$ cat src/rtl/adder_pkg.sv
// Shared definitions for the bit-serial adder: FSM state encoding and default sizing.
package adder_pkg;

    localparam int DEF_WIDTH = 16;
    localparam int DEF_CNT_W = 5;

    typedef enum logic [1:0] {
        S_IDLE  = 2'd0,
        S_SHIFT = 2'd1,
        S_DONE  = 2'd2
    } state_t;

endpackage

$ cat src/rtl/serial_adder16_if.sv
// Request/result bundle between a requester (master) and the serial adder (slave).
interface serial_adder16_if import adder_pkg::*; #(
    parameter int WIDTH = DEF_WIDTH
) ();

    logic             i_start;
    logic [WIDTH-1:0] i_a;
    logic [WIDTH-1:0] i_b;
    logic             i_cin;
    logic             o_busy;
    logic             o_done;
    logic [WIDTH-1:0] o_sum;
    logic             o_cout;
    logic             o_overflow;

    modport master (
        output i_start, i_a, i_b, i_cin,
        input  o_busy, o_done, o_sum, o_cout, o_overflow
    );

    modport slave (
        input  i_start, i_a, i_b, i_cin,
        output o_busy, o_done, o_sum, o_cout, o_overflow
    );

endinterface

$ cat src/rtl/full_adder.sv
// One-bit full adder cell, driven one bit pair per clock by serial_adder16.
module full_adder (
    input  logic X,
    input  logic Y,
    input  logic Cin,
    output logic Sum,
    output logic Cout
);

    assign Sum  = X ^ Y ^ Cin;
    assign Cout = (X & Y) | (Cin & (X ^ Y));

endmodule

$ cat src/rtl/serial_adder16.sv
// Bit-serial adder: latches operands on Start, adds LSB first through one full_adder,
// then presents the registered result alongside a one-cycle Done pulse.
module serial_adder16 import adder_pkg::*; #(
    parameter int WIDTH = DEF_WIDTH,
    parameter int CNT_W = DEF_CNT_W
) (
    input  logic             i_clk,
    input  logic             i_rst_n,
    serial_adder16_if.slave  bus
);

    state_t           r_state;
    state_t           w_next;
    logic             w_load;
    logic             w_last;

    logic [WIDTH-1:0] r_a_sh;
    logic [WIDTH-1:0] r_b_sh;
    logic [WIDTH-1:0] r_psum;
    logic             r_carry;
    logic [CNT_W-1:0] r_cnt;

    logic [WIDTH-1:0] r_sum;
    logic             r_cout;
    logic             r_ovf;

    logic             w_fa_sum;
    logic             w_fa_cout;

    full_adder u_fa (
        .X    (r_a_sh[0]),
        .Y    (r_b_sh[0]),
        .Cin  (r_carry),
        .Sum  (w_fa_sum),
        .Cout (w_fa_cout)
    );

    assign w_last = (r_state == S_SHIFT) && (r_cnt == CNT_W'(WIDTH - 1));

    always_ff @(posedge i_clk or negedge i_rst_n) begin
        if (!i_rst_n) begin
            r_state <= S_IDLE;
        end else begin
            r_state <= w_next;
        end
    end

    // Start is only honoured from IDLE or DONE; requests during SHIFT are dropped.
    always_comb begin
        w_next = r_state;
        w_load = 1'b0;
        case (r_state)
            S_IDLE: begin
                if (bus.i_start) begin
                    w_next = S_SHIFT;
                    w_load = 1'b1;
                end
            end
            S_SHIFT: begin
                if (w_last) begin
                    w_next = S_DONE;
                end
            end
            S_DONE: begin
                if (bus.i_start) begin
                    w_next = S_SHIFT;
                    w_load = 1'b1;
                end else begin
                    w_next = S_IDLE;
                end
            end
            default: begin
                w_next = S_IDLE;
            end
        endcase
    end

    always_ff @(posedge i_clk or negedge i_rst_n) begin
        if (!i_rst_n) begin
            r_a_sh  <= '0;
            r_b_sh  <= '0;
            r_psum  <= '0;
            r_carry <= 1'b0;
            r_cnt   <= '0;
        end else if (w_load) begin
            r_a_sh  <= bus.i_a;
            r_b_sh  <= bus.i_b;
            r_psum  <= '0;
            r_carry <= bus.i_cin;
            r_cnt   <= '0;
        end else if (r_state == S_SHIFT) begin
            r_a_sh  <= {1'b0, r_a_sh[WIDTH-1:1]};
            r_b_sh  <= {1'b0, r_b_sh[WIDTH-1:1]};
            r_psum  <= {w_fa_sum, r_psum[WIDTH-1:1]};
            r_carry <= w_fa_cout;
            r_cnt   <= r_cnt + CNT_W'(1);
        end
    end

    // On the MSB step r_carry is the carry into the MSB, so overflow needs no extra state.
    always_ff @(posedge i_clk or negedge i_rst_n) begin
        if (!i_rst_n) begin
            r_sum  <= '0;
            r_cout <= 1'b0;
            r_ovf  <= 1'b0;
        end else if (w_last) begin
            r_sum  <= {w_fa_sum, r_psum[WIDTH-1:1]};
            r_cout <= w_fa_cout;
            r_ovf  <= r_carry ^ w_fa_cout;
        end
    end

    assign bus.o_busy     = (r_state == S_SHIFT);
    assign bus.o_done     = (r_state == S_DONE);
    assign bus.o_sum      = r_sum;
    assign bus.o_cout     = r_cout;
    assign bus.o_overflow = r_ovf;

endmodule

$ cat src/flat_wrapper.sv
// flat-port wrapper written by rule: the top's interface ports become plain ports
module serial_adder16_flat import adder_pkg::*;
#(
    parameter int WIDTH = DEF_WIDTH,
    parameter int CNT_W = DEF_CNT_W
)
  (i_clk, i_rst_n, bus_i_start, bus_i_a, bus_i_b, bus_i_cin, bus_o_busy, bus_o_done, bus_o_sum, bus_o_cout, bus_o_overflow);
  serial_adder16_if #(.WIDTH(WIDTH)) bus_i ();
  input  logic i_clk;
  input  logic i_rst_n;
  input wire logic [$bits(bus_i.i_start)-1:0] bus_i_start;
  input wire logic [$bits(bus_i.i_a)-1:0] bus_i_a;
  input wire logic [$bits(bus_i.i_b)-1:0] bus_i_b;
  input wire logic [$bits(bus_i.i_cin)-1:0] bus_i_cin;
  output wire logic [$bits(bus_i.o_busy)-1:0] bus_o_busy;
  output wire logic [$bits(bus_i.o_done)-1:0] bus_o_done;
  output wire logic [$bits(bus_i.o_sum)-1:0] bus_o_sum;
  output wire logic [$bits(bus_i.o_cout)-1:0] bus_o_cout;
  output wire logic [$bits(bus_i.o_overflow)-1:0] bus_o_overflow;
  assign bus_i.i_start = bus_i_start;
  assign bus_i.i_a = bus_i_a;
  assign bus_i.i_b = bus_i_b;
  assign bus_i.i_cin = bus_i_cin;
  assign bus_o_busy = bus_i.o_busy;
  assign bus_o_done = bus_i.o_done;
  assign bus_o_sum = bus_i.o_sum;
  assign bus_o_cout = bus_i.o_cout;
  assign bus_o_overflow = bus_i.o_overflow;
  serial_adder16 #(.WIDTH(WIDTH), .CNT_W(CNT_W)) u_core (.i_clk(i_clk), .i_rst_n(i_rst_n), .bus(bus_i));
endmodule
$ cat config.mk
export PLATFORM = sky130hd
export DESIGN_NAME = serial_adder16_flat
export DESIGN_NICKNAME = d
export VERILOG_FILES = /design/src/rtl/adder_pkg.sv /design/src/rtl/serial_adder16_if.sv /design/src/rtl/full_adder.sv /design/src/rtl/serial_adder16.sv /design/src/flat_wrapper.sv
export SDC_FILE = /design/constraint.sdc
export NUM_CORES = 1
export LEC_CHECK = 0
export CAP_MARGIN = 20
export CORE_AREA = 10 10 92 94
export CTS_CLUSTER_DIAMETER = 60
export DETAILED_ROUTE_END_ITERATION = 7
export DIE_AREA = 0 0 102 104
export HOLD_SLACK_MARGIN = 0.12
export MAX_ROUTING_LAYER = met4
export PLACE_DENSITY = 0.81
export SYNTH_ARGS = -nofsm -noshare
export SYNTH_HDL_FRONTEND = slang
export SYNTH_SLANG_ARGS = --single-unit
$ cat constraint.sdc
create_clock -name i_clk -period 1.7 [get_ports i_clk]
set_input_delay 0.34 -clock i_clk [delete_from_list [all_inputs] [get_ports i_clk]]
set_output_delay 0.34 -clock i_clk [all_outputs]
set_load 0.01 [all_outputs]
==> images/pdn.png <==
Scale bar: 20 µm. Pins as bars on the die edge.
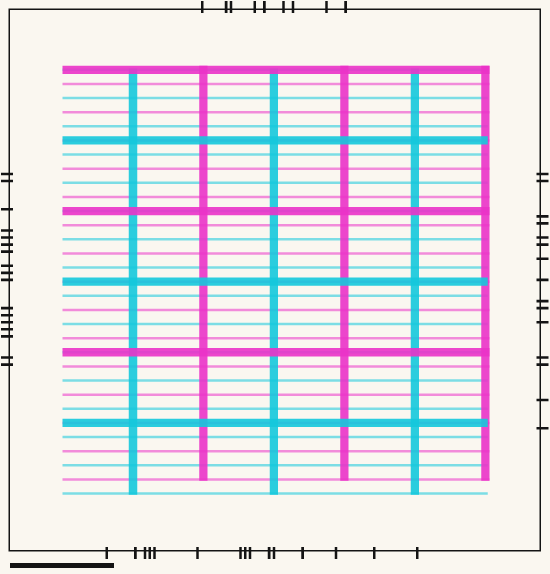
legend:
  magenta:
    net: VDD
  cyan:
    net: VSS
met4 straps: 6
met5 straps: 6

==> images/met2.png <==
Scale bar: 20 µm.
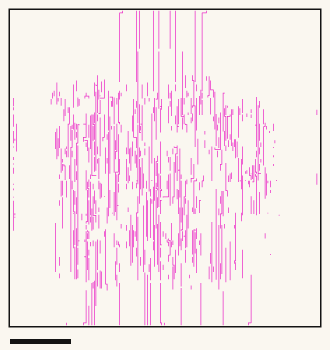
wire length on this layer: 3,120 µm
main direction: vertical

==> flow_summary.json <==
{
  "status": "complete, but fails checks",
  "violations": "setup timing",
  "yosys.stat.seqShare": 0.596,
  "holdWs_ns": 0.488,
  "synthCells": 268,
  "drv_cap": 0,
  "synth.top_cell.area_share": 0.596,
  "ys_cells": 268,
  "arrival_ns": 1.93,
  "ys.flops": 73,
  "p_leak_nw": 1.81,
  "synth-edff-count": 0,
  "setup_viol": 4,
  "vias": 2207,
  "finalClockPeriodUsage": 1.00,
  "num_io_pins": 56,
  "place.gp.congestion": 0.754,
  "fp_util": 0.459,
  "core_area_um2": 6680,
  "yosys_area_um2": 3060,
  "dpl.hpwl_um": 4420,
  "grt_first_pass_wirelength_um": 11200,
  "std_cell_rows": 30,
  "grt_setup_unrepaired": "yes",
  "post-synth-top-count-cell": "dfrtp_1",
  "dr.pass1.iters": 4,
  "power_mw": 6.91,
  "ys_top_cells_by_area": "dfrtp_1, nand2_1, mux2_2",
  "fp.dieW_um": 102,
  "finalNetCount": 363,
  "port_buffers": 55,
  "yosysUniqueCellTypes": 27,
  "power.density_nw_per_um2": 1760,
  "cp-start-kind": "flip-flop",
  "finalHoldViolCount": 0,
  "fmax_mhz": 586,
  "drive_gt1_frac": 0.152,
  "fp_nets": 307,
  "setup_slack_ns": -0.00710,
  "skew_ns": 0.00857,
  "cts_tree": "yes",
  "root_buffer": "clkbuf_8",
  "setup-tns-final_ns": -0.0128,
  "drt-total-wl_um": 6730,
  "min_path_type": "flip-flop to flip-flop",
  "ff_type": "dfrtp_1",
  "crit_type": "flip-flop to flip-flop",
  "drc": 0,
  "wl_per_cell_um": 16.5,
  "n_antenna_cell": 0,
  "postRouteAntennaNets": 0,
  "htreeDepth": 3,
  "synthArstFlopShare": 1.00,
  "drt_iter0_markers": 132,
  "maxSlewHeadroom": 0.715,
  "synth_top_cell_by_area": "dfrtp_1",
  "finalCriticalPeriod_ns": 1.71,
  "syn_avg_cell_area_um2": 11.4,
  "grt-ovfl-total": 0,
  "die.size.y_um": 104,
  "ir_drop_mv": 0.839,
  "drv_slew": 0,
  "place_inst": 392,
  "fin_cells": 409
}
==> images/final_clocks.png <==
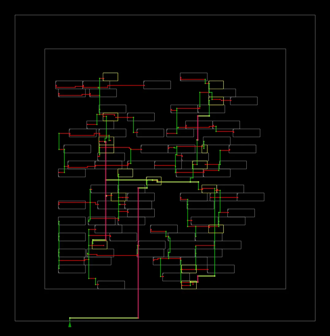
clk pwr: 1.37 mW
clk_lat worst skew: 0.34 ns
clock buf count: 15
CTS buffer count: 9

==> cells in the final DEF, fill, tap and decap left out, types with 9 or more instances in the layout <==
master,synthesis,layout
clkdlybuf4s50_1,0,52
nand3_1,9,9
nor2_1,23,23
a22oi_1,9,9
a31oi_1,22,22
mux2_2,17,16
clkbuf_8,0,15
dfrtp_1,73,73
a22o_1,18,18
nand2_1,56,56
==> sequential cells by signal (all words and copies together) (netlist names) <==
name and count:
u_core.bus.o_sum 16, u_core.r_a_sh 16, u_core.r_b_sh 16, u_core.r_psum 15, u_core.r_cnt 5, u_core.r_state 2
u_core.bus.o_cout 1, u_core.bus.o_overflow 1, u_core.r_carry 1
==> layout make-up <==
class,instances,area (µm²)
clock inverter,1,5.00
sequential,73,1830
timing repair buffer,64,666
clock buffer,15,206
multi-input combinational,173,1100
tap,80,100
fill,560,2760
inverter,3,18.8
==> report_power, final <==
group | leakage [nW] | switching, mW | internal, mW | total, mW
Sequential | 0.926 | 0.491 | 2.50 | 2.99
Combinational | 0.775 | 1.23 | 1.32 | 2.55
Clock | 0.112 | 0.602 | 0.768 | 1.37
Total | 1.81 | 2.32 | 4.59 | 6.91
==> per-stage QoR <==
stage	setup WS (ns)	instance area (µm²)
after detailed placement	0.00282	3690
after global routing	-0.0564	3920
final	-0.00710	3920
after global placement	0.0557	3690
after CTS	-0.00926	3910
after floorplan	0.0305	3060
==> final timing paths <==
path                       cells after the start             from  slack (ns)              endpoint
setup / recovery                               6  u_core.r_cnt[1]      -0.007  u_core.bus.o_sum[15]
hold / removal                                 1  u_core.r_cnt[3]        0.49       u_core.r_cnt[3]
setup reg to reg                               6  u_core.r_cnt[1]      -0.007  u_core.bus.o_sum[15]
hold reg to reg                                1  u_core.r_cnt[3]        0.49       u_core.r_cnt[3]
max in group asynchronous                      3          i_rst_n        0.65      u_core.r_psum[4]
min in group asynchronous                      2          i_rst_n        0.50  u_core.bus.o_sum[13]
==> logic make-up after synthesis <==
logic type / synth area share
compound gates: 0.125
xor+xnor: 0.00572
fa+ha+maj: 0.0147
buf+inv: 0.0510
flops: 0.596
mux: 0.0739
simple gates: 0.134
==> layer usage <==
| metal | vias up | GRT usage | wire [µm] |
|---|---|---|---|
| li1 | 1046 | - | - |
| met1 | 1084 | 0.169 | 3090 |
| met2 | 63 | 0.195 | 3120 |
| met3 | 14 | 0.0339 | 390 |
| met4 | 0 | 0.0766 | 136 |
| met5 | - | - | 0 |
==> repair_timing <==
item / 4_1_cts / 5_1_grt
endpoints found under the setup margin: 19 / 18
resized: 4 / 3
gates cloned: 0 / 0
buffers inserted: 0 / 0
hold endpoints to repair: 32 / 0
hold buffers: 1 / 0
==> critical path, stage by stage (launching register included) <==
cell      delay [ns]
dfrtp_1         0.42
ha_2            0.19
and3_1          0.15
ha_2            0.17
nand3b_1        0.13
buf_12          0.18
mux2_2          0.36
Power figures rest on the tool's default switching activity, not on a simulated workload.
